Routing congestion map:
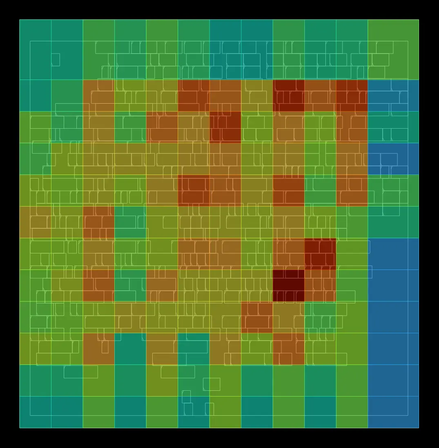
Placement by cell class:
Bar = 20 um. Fill, decap, tap and diode cells in gray.
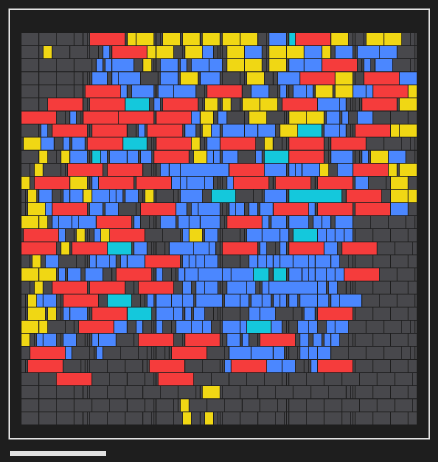
Placement density heat map:
The die is cut into 9 by 9 equal tiles; white is low, dark blue is high, 0 to 100% covered.
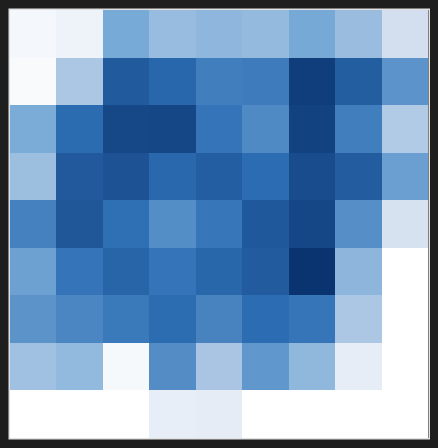
M1 wires:
Supply wires on this layer in gray.
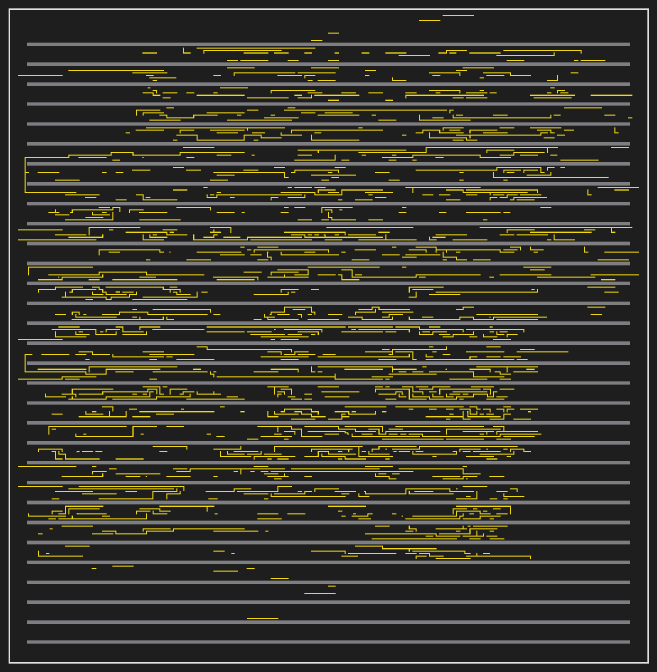
Wires at chosen ports, followed through buffers:
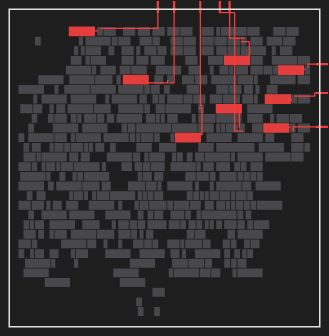
==> config.mk <==
export PLATFORM = sky130hd
export DESIGN_NAME = mult_arbiter
export DESIGN_NICKNAME = d
export VERILOG_FILES = /design/src/rtl/mult_pkg.sv /design/src/rtl/mult_arbiter_rr_arbiter2.sv /design/src/rtl/mult_arbiter.sv
export SDC_FILE = /design/constraint.sdc
export NUM_CORES = 1
export LEC_CHECK = 0
export CAP_MARGIN = 20
export CORE_AREA = 2 2 85 87
export CTS_BUF_LIST = sky130_fd_sc_hd__clkbuf_8
export DETAILED_ROUTE_END_ITERATION = 8
export DIE_AREA = 0 0 87 89
export PLACE_DENSITY = 0.86
export REMOVE_ABC_BUFFERS = 1
export SLEW_MARGIN = 40
export SYNTH_ARGS = -nofsm -noshare
export SYNTH_HDL_FRONTEND = slang
export SYNTH_SLANG_ARGS = --single-unit
==> constraint.sdc <==
create_clock -name clock -period 4.3 [get_ports clock]
set_input_delay 0.86 -clock clock [delete_from_list [all_inputs] [get_ports clock]]
set_output_delay 0.86 -clock clock [all_outputs]
set_load 0.1 [all_outputs]
==> run_summary.xml <==
<?xml version="1.0" encoding="UTF-8"?>
<metrics>
  <group name="outcome">
    <metric name="run_status" unit="">finished, final reports clean</metric>
  </group>
  <group name="grt">
    <metric name="grt_remaining_overflow" unit="">0</metric>
    <metric name="grt_max_degree" unit="">43</metric>
    <metric name="grt_antenna_before_repair" unit="">0</metric>
    <metric name="first_global_vias" unit="">2722</metric>
    <metric name="grt_pass1_wl" unit="um">12100</metric>
    <metric name="grtUsageTotal" unit="">0.197</metric>
  </group>
  <group name="cts">
    <metric name="clock_tree.buffer_depth" unit="">2</metric>
    <metric name="clock_sinks" unit="">75</metric>
    <metric name="post_cts_hold_buffer_count" unit="">0</metric>
    <metric name="insertion_delay" unit="ps">340</metric>
    <metric name="htree_num_levels" unit="">3</metric>
    <metric name="post_cts_resize_count" unit="">0</metric>
    <metric name="postCtsSetupRepairBufs" unit="">0</metric>
    <metric name="clk_transition_reported_paths" unit="ps">80</metric>
    <metric name="cts-buffers-inserted" unit="">9</metric>
    <metric name="tritoncts_clock_tree" unit="">done</metric>
    <metric name="cts_root_buf" unit="">sky130_fd_sc_hd__clkbuf_8</metric>
  </group>
  <group name="detailed_routing">
    <metric name="remaining_drc_errors" unit="">0</metric>
    <metric name="detail_route.vias_per_cell" unit="">5.71</metric>
    <metric name="initialDrtViolationCount" unit="">173</metric>
    <metric name="detail-route-antenna-nets" unit="">0</metric>
    <metric name="wl_per_instance" unit="um">15.2</metric>
    <metric name="number_of_optimization_iterations_in_the_first_detailed_route_pass" unit="">4</metric>
  </group>
  <group name="setup_path">
    <metric name="regToRegSetupSlack" unit="ps">1750</metric>
    <metric name="crit_start_category" unit="">input port</metric>
    <metric name="criticalPathCategory" unit="">in2reg</metric>
    <metric name="crit_arrival" unit="ps">2890</metric>
    <metric name="endpoint_kind" unit="">flip-flop</metric>
    <metric name="critPathMaxFanout" unit="">34</metric>
    <metric name="worst_ep_required_time" unit="ps">4580</metric>
    <metric name="r2r.worst_path.cells" unit="">6</metric>
  </group>
  <group name="synthesis">
    <metric name="edf_count" unit="">0</metric>
    <metric name="synthTopLogicFamily" unit="">AND-OR/OR-AND gates</metric>
    <metric name="ys_seq_share" unit="">0.453</metric>
    <metric name="ys_cells" unit="">346</metric>
    <metric name="ys_sh_aoi" unit="">0.237</metric>
    <metric name="synth_flop_count" unit="">75</metric>
    <metric name="synth.yosys.chip_area" unit="um2">3320</metric>
    <metric name="synthesis.area_per_instance" unit="um2">9.58</metric>
    <metric name="simple_gate_share" unit="">0.172</metric>
    <metric name="synthesis.area" unit="um2">3320</metric>
    <metric name="ys.flop_type" unit="">sky130_fd_sc_hd__dfxtp_1</metric>
    <metric name="main_area_contributors_after_synthesis" unit="">sky130_fd_sc_hd__dfxtp_1, sky130_fd_sc_hd__mux2i_1, sky130_fd_sc_hd__nor2_1</metric>
    <metric name="common_cells" unit="">sky130_fd_sc_hd__dfxtp_1, sky130_fd_sc_hd__nor2_1, sky130_fd_sc_hd__mux2i_1</metric>
    <metric name="synth_async_sr_flop_share" unit="">0</metric>
    <metric name="yosys.area_share.xor_xnor" unit="">0.00528</metric>
    <metric name="number_of_unique_standard_cell_types_used_by_synthesis" unit="">56</metric>
    <metric name="synth_top_cell_by_area" unit="">sky130_fd_sc_hd__dfxtp_1</metric>
    <metric name="syn_inst" unit="">346</metric>
    <metric name="top_cell" unit="">sky130_fd_sc_hd__dfxtp_1</metric>
    <metric name="yosys-mux-area-fraction" unit="">0.0755</metric>
    <metric name="synth.yosys.warnings" unit="">0</metric>
    <metric name="synthDominantCellAreaShare" unit="">0.453</metric>
    <metric name="synth-adder-area-share" unit="">0.00755</metric>
  </group>
  <group name="power">
    <metric name="power_density" unit="nW/um2">403</metric>
    <metric name="comb_power_share" unit="">0.220</metric>
    <metric name="worst_vdd_drop" unit="uV">193</metric>
    <metric name="clockPowerShare" unit="">0.321</metric>
    <metric name="p_total" unit="W">0.00166</metric>
    <metric name="pg_seq" unit="W">0.000760</metric>
    <metric name="power.group.top" unit="">registers</metric>
    <metric name="p_clk" unit="W">0.000531</metric>
    <metric name="power_frac_seq" unit="">0.459</metric>
    <metric name="netSwitchingFraction" unit="">0.317</metric>
    <metric name="power.switching" unit="W">0.000525</metric>
    <metric name="leakage" unit="nW">1.70</metric>
    <metric name="p_comb" unit="W">0.000365</metric>
  </group>
  <group name="cells_and_area">
    <metric name="nNonClkBuffers" unit="">81</metric>
    <metric name="comb.multi_input.count" unit="">237</metric>
    <metric name="final-comb-area" unit="um2">1660</metric>
    <metric name="area_share_clock_buf_inv" unit="">0.0469</metric>
    <metric name="comb_area_share" unit="">0.403</metric>
    <metric name="largest_register_ffs" unit="">16</metric>
    <metric name="layout_top_cells_excl_fill_tap" unit="">sky130_fd_sc_hd__dfxtp_1, sky130_fd_sc_hd__nor2_1, sky130_fd_sc_hd__clkdlybuf4s50_1</metric>
    <metric name="antenna-diode-count" unit="">0</metric>
    <metric name="num-nonclk-inverters" unit="">8</metric>
    <metric name="design.final.nets" unit="">459</metric>
    <metric name="layout.cells.most_common" unit="">sky130_fd_sc_hd__dfxtp_1</metric>
    <metric name="flow.area_growth_from_synthesis" unit="%">24.0</metric>
    <metric name="flops" unit="">75</metric>
    <metric name="layout-drive-gt1-share" unit="">0.195</metric>
    <metric name="final-seq-area" unit="um2">1500</metric>
    <metric name="top_area_cell_class" unit="">combinational gates</metric>
    <metric name="layout.clock_buffers" unit="">10</metric>
    <metric name="area_share_nonclk_buffers" unit="">0.153</metric>
    <metric name="fillCellCount" unit="">549</metric>
  </group>
  <group name="floorplan">
    <metric name="fp.dieArea" unit="um2">7740</metric>
    <metric name="die-height" unit="um">89</metric>
    <metric name="tap-cell-count" unit="">80</metric>
    <metric name="floorplan.die.width" unit="um">87</metric>
  </group>
  <group name="flow_run">
    <metric name="tool_warnings" unit="">26</metric>
    <metric name="maxCapViolCount" unit="">0</metric>
  </group>
  <group name="placed_design">
    <metric name="placedInstanceArea" unit="um2">3920</metric>
    <metric name="gp_congestion" unit="">0.871</metric>
    <metric name="dp_hpwl" unit="um">5410</metric>
  </group>
  <group name="sta">
    <metric name="final-setup-viol-count" unit="">0</metric>
    <metric name="worst_hold_slack" unit="ps">501</metric>
    <metric name="clock-skew-final" unit="ps">11.9</metric>
    <metric name="hold_violations" unit="">0</metric>
    <metric name="layout_worst_path_cycle_share" unit="">0.608</metric>
    <metric name="grt_setup_unrepaired" unit="">no</metric>
    <metric name="maxClockFrequency" unit="MHz">382</metric>
    <metric name="worstMarginPinSlew" unit="ps">759</metric>
    <metric name="final_period_minus_worst_setup_slack" unit="ps">2610</metric>
    <metric name="setup_tns" unit="ps">0</metric>
    <metric name="slew-limit-headroom" unit="">0.492</metric>
  </group>
  <group name="hold_path">
    <metric name="class_of_the_worst_hold_path" unit="">reg2reg</metric>
    <metric name="timing.hold.worst_path_depth" unit="">2</metric>
  </group>
</metrics>
-- 'routing congestion map' (at the start) --
met2 track utilization from global routing: 0.330
met1 track demand over resource: 0.242
met3 Usage GRT: 0.0628

-- 'placement by cell class' (at the start) --
blue -> combinational and other logic  # cells 245
cyan -> clock drivers and dummy loads  # cells 15
red -> flops  # cells 75
yellow -> other buffers and delay cells  # cells 81
final design area excluding fillers: 4110 um2
number of cell rows: 30
utilization of the core after routing: 0.612
core area: 6720 um2
sequential share of cell area: 0.365

-- 'placement density heat map' (at the start) --
emptiest ninth of the die = lower right
nearly empty tiles = 12%
tiles over 75% full = 30%
mean over tiles = 52%
fullest tile = 98%
floorplan-stage core utilization: 0.493

-- 'M1 wires' (at the start) --
main direction = horizontal
share of all routed wire = 44%
drt total wl: 7530 um
via count: 2834

-- 'wires at chosen ports, followed through buffers' (at the start) --
red -> `data_o`  # bits 8, direction output, edge 5 top, 3 right, end cells 8, buffers 8, wire 172 um
total of buffers placed on input and output ports: 77
Boundary Pins: 78

[per-stage QoR]
stage,util,cells,setup slack [ps]
after global routing,0.612,496,1530
after CTS,0.612,496,1730
after global placement,0.607,481,1520
after floorplan,-,320,835
after detailed placement,0.583,481,1380
final,0.612,496,1690
[metal layers]
metal  GRT usage  wire (um)  up-vias
met4      0.0653         74        0
met3      0.0628        407        9
li1            -          -     1388
met2       0.330       3770       77
met1       0.242       3280     1360
met5           0          0        -
[worst max-delay path, stage by stage]
cell and delay [ps]:
sky130_fd_sc_hd__clkdlybuf4s50_1 560, sky130_fd_sc_hd__o21a_1 450, sky130_fd_sc_hd__buf_4 450, sky130_fd_sc_hd__nor2_1 80
sky130_fd_sc_hd__a211oi_1 300, sky130_fd_sc_hd__a22o_1 190
Power figures rest on the tool's default switching activity, not on a simulated workload.
